==> config.mk <==
export PLATFORM = sky130hd
export DESIGN_NAME = hsid_mse_seq
export DESIGN_NICKNAME = d
export VERILOG_FILES = /design/src/rtl/hsid_mse_seq.sv
export SDC_FILE = /design/constraint.sdc
export NUM_CORES = 1
export LEC_CHECK = 0
export CAP_MARGIN = 15
export CORE_MARGIN = 10
export CORE_UTILIZATION = 35
export DETAILED_ROUTE_END_ITERATION = 10
export PLACE_DENSITY_LB_ADDON = 0.05
export SLEW_MARGIN = 25
export SYNTH_ARGS = -nofsm -noshare
export SYNTH_HDL_FRONTEND = slang
export SYNTH_SLANG_ARGS = --single-unit
==> constraint.sdc <==
create_clock -name clk -period 3.14 [get_ports clk]
set_clock_uncertainty 0.15 [all_clocks]
set_input_delay 0.471 -clock clk [delete_from_list [all_inputs] [get_ports clk]]
set_output_delay 0.471 -clock clk [all_outputs]
set_load 0.02 [all_outputs]
==> src/rtl/hsid_mse_seq.sv <==
// hsid_mse_seq
// Drives one pixel against every library vector through the two-channel MSE
// datapath. It issues pixel-buffer and library reads one pack per cycle and
// aligns the pack control with the returning read data. It also tracks the
// smallest MSE result and the library reference that produced it.
module hsid_mse_seq #(
  parameter int WORD_WIDTH        = 32,
  parameter int HSP_BANDS_WIDTH   = 8,
  parameter int HSP_LIBRARY_WIDTH = 8,
  parameter int DRAIN_CYCLES      = 8
) (
  input  logic                                       clk,
  input  logic                                       rst_n,
  input  logic                                       start,
  input  logic                                       cancel,
  input  logic [HSP_BANDS_WIDTH-1:0]                 hsi_bands,
  input  logic [HSP_LIBRARY_WIDTH-1:0]               library_size,
  output logic [HSP_BANDS_WIDTH-1:0]                 pixel_addr,
  output logic                                       pixel_rd,
  input  logic [WORD_WIDTH-1:0]                      pixel_data,
  output logic [HSP_LIBRARY_WIDTH+HSP_BANDS_WIDTH-1:0] lib_addr,
  output logic                                       lib_rd,
  input  logic [WORD_WIDTH-1:0]                      lib_data,
  output logic                                       mse_clear,
  output logic                                       band_pack_start,
  output logic                                       band_pack_last,
  output logic                                       band_pack_valid,
  output logic [HSP_LIBRARY_WIDTH-1:0]               vctr_ref,
  output logic [WORD_WIDTH-1:0]                      band_pack_a,
  output logic [WORD_WIDTH-1:0]                      band_pack_b,
  input  logic [WORD_WIDTH-1:0]                      mse_value,
  input  logic [HSP_LIBRARY_WIDTH-1:0]               mse_ref,
  input  logic                                       mse_valid,
  input  logic                                       mse_of,
  output logic                                       busy,
  output logic                                       done,
  output logic [WORD_WIDTH-1:0]                      min_value,
  output logic [HSP_LIBRARY_WIDTH-1:0]               min_ref,
  output logic                                       min_valid,
  output logic                                       of_seen
);

  localparam int BW = HSP_BANDS_WIDTH;
  localparam int LW = HSP_LIBRARY_WIDTH;
  localparam int DW = $clog2(DRAIN_CYCLES + 1);

  localparam logic [2:0] ST_IDLE   = 3'd0;
  localparam logic [2:0] ST_CLEAR  = 3'd1;
  localparam logic [2:0] ST_STREAM = 3'd2;
  localparam logic [2:0] ST_DRAIN  = 3'd3;
  localparam logic [2:0] ST_DONE   = 3'd4;

  localparam logic [BW-1:0]         PACK_ZERO  = {BW{1'b0}};
  localparam logic [BW-1:0]         PACK_ONE   = {{(BW-1){1'b0}}, 1'b1};
  localparam logic [LW-1:0]         REF_ZERO   = {LW{1'b0}};
  localparam logic [LW-1:0]         REF_ONE    = {{(LW-1){1'b0}}, 1'b1};
  localparam logic [DW-1:0]         DRAIN_ZERO = {DW{1'b0}};
  localparam logic [DW-1:0]         DRAIN_ONE  = {{(DW-1){1'b0}}, 1'b1};
  localparam logic [DW-1:0]         DRAIN_LAST = DW'(DRAIN_CYCLES - 1);
  localparam logic [WORD_WIDTH-1:0] WORD_ZERO  = {WORD_WIDTH{1'b0}};

  // FSM and run context
  logic [2:0]      state_r;
  logic [2:0]      next_state_s;
  logic [BW-1:0]   packs_r;
  logic [LW-1:0]   lib_size_r;
  logic [BW-1:0]   pack_idx_r;
  logic [LW-1:0]   ref_r;
  logic [DW-1:0]   drain_cnt_r;

  // Registered outputs
  logic            busy_r;
  logic            done_r;
  logic            mse_clear_r;
  logic            rd_r;
  logic            pack_valid_r;
  logic            pack_start_r;
  logic            pack_last_r;
  logic [LW-1:0]   vctr_ref_r;
  logic [WORD_WIDTH-1:0] min_value_r;
  logic [LW-1:0]   min_ref_r;
  logic            min_valid_r;
  logic            of_seen_r;

  // Decoded conditions
  logic [BW-1:0]   packs_s;
  logic            start_ok_s;
  logic            abort_s;
  logic            last_pack_s;
  logic            last_ref_s;
  logic            last_issue_s;
  logic            drain_end_s;
  logic            accept_s;
  logic            new_min_s;

  // Decode run-control conditions from the current state and counters
  always_comb begin
    // (b+1)>>1 without a wider intermediate: half the bands plus the odd band
    packs_s      = {1'b0, hsi_bands[BW-1:1]} + {{(BW-1){1'b0}}, hsi_bands[0]};
    start_ok_s   = (state_r == ST_IDLE) && start && !cancel &&
                   (hsi_bands != PACK_ZERO) && (library_size != REF_ZERO);
    abort_s      = cancel && (state_r != ST_IDLE);
    last_pack_s  = (pack_idx_r == (packs_r - PACK_ONE));
    last_ref_s   = (ref_r == (lib_size_r - REF_ONE));
    last_issue_s = (state_r == ST_STREAM) && last_pack_s && last_ref_s;
    drain_end_s  = (state_r == ST_DRAIN) && (drain_cnt_r == DRAIN_LAST);
    accept_s     = (state_r == ST_STREAM) || (state_r == ST_DRAIN) ||
                   (state_r == ST_DONE);
    if (accept_s && mse_valid && (!min_valid_r || (mse_value < min_value_r))) begin
      new_min_s = 1'b1;
    end else begin
      new_min_s = 1'b0;
    end
  end

  // Next-state logic; cancel outside IDLE overrides every other transition
  always_comb begin
    next_state_s = state_r;
    if (abort_s) begin
      next_state_s = ST_IDLE;
    end else begin
      case (state_r)
        ST_IDLE: begin
          if (start_ok_s) begin
            next_state_s = ST_CLEAR;
          end else begin
            next_state_s = ST_IDLE;
          end
        end
        ST_CLEAR: begin
          next_state_s = ST_STREAM;
        end
        ST_STREAM: begin
          if (last_issue_s) begin
            next_state_s = ST_DRAIN;
          end else begin
            next_state_s = ST_STREAM;
          end
        end
        ST_DRAIN: begin
          if (drain_end_s) begin
            next_state_s = ST_DONE;
          end else begin
            next_state_s = ST_DRAIN;
          end
        end
        ST_DONE: begin
          next_state_s = ST_IDLE;
        end
        default: begin
          next_state_s = ST_IDLE;
        end
      endcase
    end
  end

  // State register
  always_ff @(posedge clk or negedge rst_n) begin
    if (!rst_n) begin
      state_r <= ST_IDLE;
    end else begin
      state_r <= next_state_s;
    end
  end

  // Run context latch plus pack/ref issue counters and the drain counter
  always_ff @(posedge clk or negedge rst_n) begin
    if (!rst_n) begin
      packs_r     <= PACK_ZERO;
      lib_size_r  <= REF_ZERO;
      pack_idx_r  <= PACK_ZERO;
      ref_r       <= REF_ZERO;
      drain_cnt_r <= DRAIN_ZERO;
    end else if (start_ok_s) begin
      packs_r     <= packs_s;
      lib_size_r  <= library_size;
      pack_idx_r  <= PACK_ZERO;
      ref_r       <= REF_ZERO;
      drain_cnt_r <= DRAIN_ZERO;
    end else if (abort_s || (state_r == ST_CLEAR)) begin
      pack_idx_r  <= PACK_ZERO;
      ref_r       <= REF_ZERO;
      drain_cnt_r <= DRAIN_ZERO;
    end else if (state_r == ST_STREAM) begin
      drain_cnt_r <= DRAIN_ZERO;
      if (last_pack_s) begin
        pack_idx_r <= PACK_ZERO;
        if (last_ref_s) begin
          ref_r <= REF_ZERO;
        end else begin
          ref_r <= ref_r + REF_ONE;
        end
      end else begin
        pack_idx_r <= pack_idx_r + PACK_ONE;
      end
    end else if (state_r == ST_DRAIN) begin
      drain_cnt_r <= drain_cnt_r + DRAIN_ONE;
    end else begin
      drain_cnt_r <= drain_cnt_r;
    end
  end

  // State-derived outputs, registered from the next state so they line up with it
  always_ff @(posedge clk or negedge rst_n) begin
    if (!rst_n) begin
      busy_r      <= 1'b0;
      done_r      <= 1'b0;
      mse_clear_r <= 1'b0;
      rd_r        <= 1'b0;
    end else begin
      busy_r      <= (next_state_s != ST_IDLE);
      done_r      <= (next_state_s == ST_DONE);
      mse_clear_r <= (next_state_s == ST_CLEAR) || abort_s;
      rd_r        <= (next_state_s == ST_STREAM);
    end
  end

  // Datapath-side pack control: issue-cycle values delayed one cycle to meet the read data
  always_ff @(posedge clk or negedge rst_n) begin
    if (!rst_n) begin
      pack_valid_r <= 1'b0;
      pack_start_r <= 1'b0;
      pack_last_r  <= 1'b0;
      vctr_ref_r   <= REF_ZERO;
    end else if (abort_s) begin
      pack_valid_r <= 1'b0;
      pack_start_r <= 1'b0;
      pack_last_r  <= 1'b0;
      vctr_ref_r   <= REF_ZERO;
    end else begin
      pack_valid_r <= rd_r;
      pack_start_r <= rd_r && (pack_idx_r == PACK_ZERO);
      pack_last_r  <= rd_r && last_pack_s;
      vctr_ref_r   <= ref_r;
    end
  end

  // Minimum-MSE tracking and sticky overflow flag; cleared when a run is accepted
  always_ff @(posedge clk or negedge rst_n) begin
    if (!rst_n) begin
      min_value_r <= WORD_ZERO;
      min_ref_r   <= REF_ZERO;
      min_valid_r <= 1'b0;
      of_seen_r   <= 1'b0;
    end else if (start_ok_s) begin
      min_value_r <= WORD_ZERO;
      min_ref_r   <= REF_ZERO;
      min_valid_r <= 1'b0;
      of_seen_r   <= 1'b0;
    end else if (abort_s) begin
      min_valid_r <= min_valid_r;
    end else begin
      if (new_min_s) begin
        min_value_r <= mse_value;
        min_ref_r   <= mse_ref;
        min_valid_r <= 1'b1;
      end else begin
        min_valid_r <= min_valid_r;
      end
      if (accept_s && mse_of) begin
        of_seen_r <= 1'b1;
      end else begin
        of_seen_r <= of_seen_r;
      end
    end
  end

  assign pixel_addr      = pack_idx_r;
  assign lib_addr        = {ref_r, pack_idx_r};
  assign pixel_rd        = rd_r;
  assign lib_rd          = rd_r;
  assign mse_clear       = mse_clear_r;
  assign band_pack_valid = pack_valid_r;
  assign band_pack_start = pack_start_r;
  assign band_pack_last  = pack_last_r;
  assign vctr_ref        = vctr_ref_r;
  // Operand words pass straight from memory; gated so they read zero between packs
  assign band_pack_a     = pack_valid_r ? pixel_data : WORD_ZERO;
  assign band_pack_b     = pack_valid_r ? lib_data : WORD_ZERO;
  assign busy            = busy_r;
  assign done            = done_r;
  assign min_value       = min_value_r;
  assign min_ref         = min_ref_r;
  assign min_valid       = min_valid_r;
  assign of_seen         = of_seen_r;

endmodule

==> flow_summary.yaml, run 1 <==
# implementation run metrics
layout:
  clock_buffers: 10
  clock_area_share_pct: 2.997
  flop_area_sq_um: 2402
  stdcell_count: 1169
  fin_nets: 1104
floorplanning:
  die_y_microns: 152.6
  taps: 225
  die_area_sq_um: 23300
  die_w_microns: 152.6
setup_path:
  crit_path_cell_trace: "inv_1 -> ha_1 -> nor3b_2 -> nor3b_1 -> or4b_1 -> nand2_1 -> nand2_2 -> or3b_1 -> o31ai_1"
  slowest_delay_ns: 0.57
  cp-startpoint: "packs_r[0]"
  crit_required_ns: 3.23
  crit_type: "flop to flop"
logic_synthesis:
  synth_warnings: 0
  synthMuxAreaShare_pct: 7.964
  area_leaders: "dfrtp_1 (39%), ha_1 (8.1%), and2_1 (7.4%)"
  ys_types: 60
  yosys_cells: 684
  top_area_share_pct: 39.01
  ys_sh_aoi_pct: 9.122
  synthCells: 684
sta:
  slew_viol_final: 0
  setup_tns_ns: 0
  hold_viol: 0
run_status:
  status: "finished, final reports clean"
power:
  p_clk_share_pct: 26.7
  pg_comb_uw: 1380
  irDropWorstVdd_mv: 0.2841
run:
  warnings: 28
clock_network:
  clk_latency_ns: 0.35
  numClockSinks: 96
  clkSlewWorstSetupHoldPaths_ns: 0.07
  h-tree-depth: 3
  root_buffer: "clkbuf_16"
**Run 1: the metal 3 layer**

(3 px per micron)
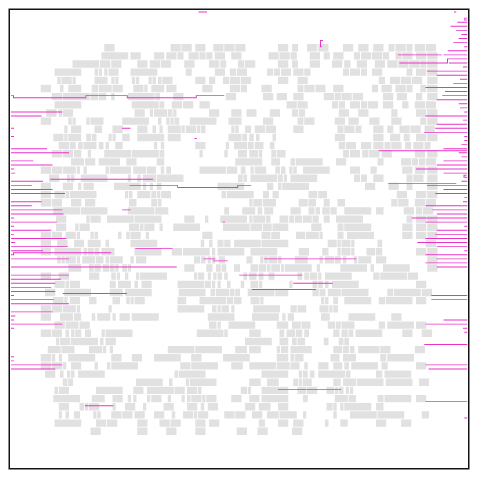
- nets with wire on the layer: 135
- longest straight run: 55.0 microns
- wire length on this layer: 1,490 microns
- share of all routed wire: 7.5%
- main direction: horizontal
Via Count: 5,531
final WL: 19,860 microns
met3 GRT Util: 5.447%

**Run 1: routed metal per tile**

(2 px per micron) 31 x 31 tiles, from dark blue (low) to red (high), scaled to the fullest tile. Values are wire area over tile area, all layers added.
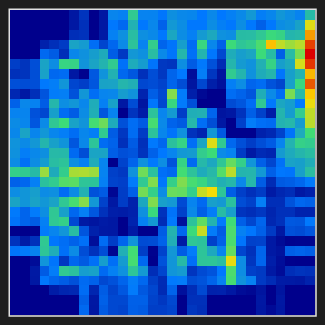
- fullest tile: 0.57
- emptiest ninth of the die: lower right
- nearly empty tiles: 11%
- tiles over half the peak: 6.0%
- mean over tiles: 0.14
- densest ninth of the die: upper right

**Run 1: metal 2**

(3 px per micron)
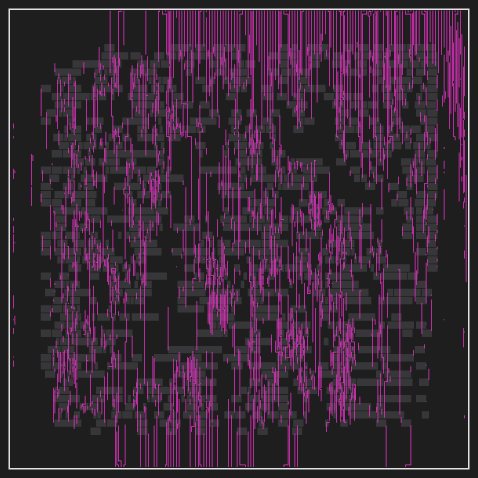
- share of all routed wire: 51%
- longest straight run: 55.8 microns
- nets with wire on the layer: 920
GR Util met2: 29.62%

**Run 1: routing congestion map**

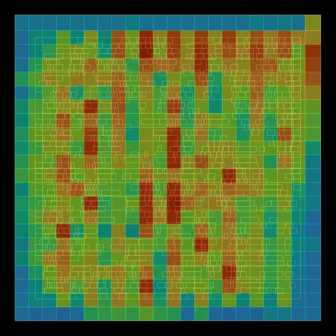

==> inputs of run 2 (changes only) <==
--- a/config.mk
+++ b/config.mk
@@ -5,6 +5,7 @@
 export SDC_FILE = /design/constraint.sdc
 export NUM_CORES = 1
 export LEC_CHECK = 0
+export ABC_AREA = 1
 export CAP_MARGIN = 15
 export CORE_MARGIN = 10
 export CORE_UTILIZATION = 35
**Run 2: routing congestion map**

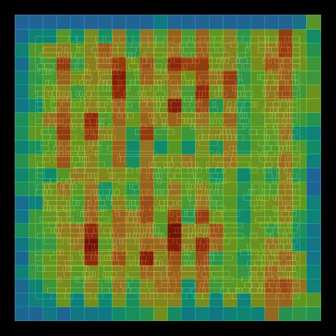
WL per Instance: 16.09 microns
GR Util met2: 30.43%
GR peak layer: met2
M1 GR Usage: 22.62%
GRT Total Usage: 18.00%

==> run 2 against run 1 <==
The flow now finishes with violations (hold timing). Worst setup slack gained 0.28 ns. Critical path type is now flop to primary output. Clock power increased by 4%. Worst hold slack got worse by 0.012 ns. Power is 69% higher. Via count grew 10%. Die size decreased by 0.83%. Fmax grew 11%. Synthesized cell count increased by 23%. Non-clock buffer count is 4 higher. Flip-flop count did not move.
==> flow_summary.yaml, run 2 <==
# implementation run metrics
power:
  pg_comb_uw: 3690
  irDropWorstVdd_mv: 0.3637
  p_clk_share_pct: 16.3
sta:
  setup_tns_ns: 0
  hold_slack_ns: -0.006693
  hold_viol: 3
logic_synthesis:
  ys_types: 38
  top_area_share_pct: 39.38
  yosys_cells: 839
  synthCells: 839
layout:
  clock_buffers: 10
  stdcell_count: 1328
run_status:
  status: "complete, but fails checks"
  violations: "hold timing"
run:
  warnings: 28
setup_path:
  slowest_delay_ns: 0.63
  crit_required_ns: 2.52
  crit_type: "flop to primary output"
floorplanning:
  taps: 225
  die_y_microns: 152.0
  die_w_microns: 152.0
clock_network:
  numClockSinks: 96
  clk_latency_ns: 0.34
  clkSlewWorstSetupHoldPaths_ns: 0.07
  h-tree-depth: 3
global_routing:
  use_met3_pct: 4.544
**Run 2: routed metal per tile**

(2 px per micron) 30 x 30 tiles, from dark blue (low) to red (high), scaled to the fullest tile. Values are wire area over tile area, all layers added.
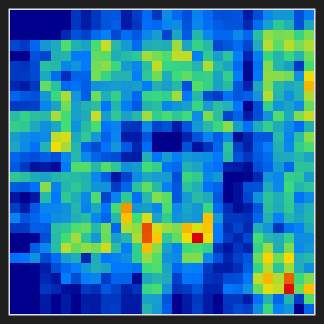

==> inputs of run 3 (changes only) <==
==> constraint.sdc (replaced) <==
create_clock -name clk -period 2.45 [get_ports clk]
set_clock_uncertainty 0.15 [all_clocks]
set_input_delay 0.3675 -clock clk [delete_from_list [all_inputs] [get_ports clk]]
set_output_delay 0.3675 -clock clk [all_outputs]
set_load 0.02 [all_outputs]
**Run 3: routed metal per tile**

(2 px per micron) 30 x 30 tiles, from dark blue (low) to red (high), scaled to the fullest tile. Values are wire area over tile area, all layers added.
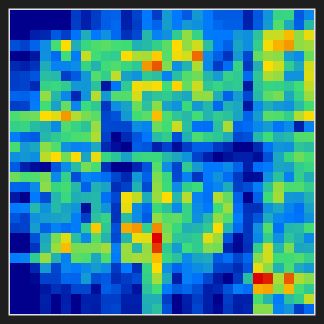
- densest ninth of the die: top center
- fullest tile: 0.43
- nearly empty tiles: 6.0%
- tiles over half the peak: 24%
- mean over tiles: 0.15

==> run 3 against run 2 <==
The flow now finishes without violations. Sequential share of layout area shrank 0.67 points. Global-route usage grew 0.31 points. Area after synthesis is the same. Critical path depth is the same. Wire length shrank 0.22%. Clock power grew 27%. Sequential power grew 26%. Critical path type unchanged.
==> flow_summary.yaml, run 3 <==
# implementation run metrics
floorplanning:
  taps: 225
  die_y_microns: 152.0
  die_w_microns: 152.0
  die_area_sq_um: 23110
layout:
  nMultiInputCombCells: 545
  stdcell_count: 1355
  flop_area_sq_um: 2404
  fin_nets: 1291
  clock_buffers: 10
  clock_area_share_pct: 3.011
  final-nonclk-buf-share_pct: 32.29
logic_synthesis:
  synthMuxAreaShare_pct: 0.1641
  synthCells: 839
  ys_sh_aoi_pct: 5.149
  ys_types: 38
  area_leaders: "dfrtp_1 (39%), nand2_1 (13%), inv_1 (9.5%)"
  yosys_cells: 839
  synth_warnings: 0
sta:
  setup_tns_ns: 0
  slew_viol_final: 0
  hold_viol: 0
clock_network:
  clkSlewWorstSetupHoldPaths_ns: 0.07
  root_buffer: "clkbuf_16"
  cts_max_path_buffers: 2
  numClockSinks: 96
  hold_buffers: 1
  clk_latency_ns: 0.36
detailed_routing:
  wl_per_cell_microns: 15.73
  totalWireLength_microns: 21310
  via_per_inst: 4.590
  via_count: 6220
  dr.max_layer_used: "met4"
global_routing:
  grt_usage_pct: 18.30
  use_met3_pct: 5.165
  grtUsageMet1_pct: 22.75
  grt_use_met2_pct: 30.20
setup_path:
  cp_max_fo: 65
  slowest_delay_ns: 0.62
  cp-startpoint: "band_pack_valid"
  crit_path_cell_trace: "buf_12 -> nand2_1 -> inv_1 -> clkdlybuf4s50_1"
  crit_required_ns: 1.93
run_status:
  status: "finished, final reports clean"
placement:
  pre_cts_slack_ns: -0.2379
power:
  pg_comb_uw: 4970
  irDropWorstVdd_mv: 0.4592
run:
  warnings: 29
hold_path:
  whs_path_depth: 2
Power and IR drop assume default switching activity.
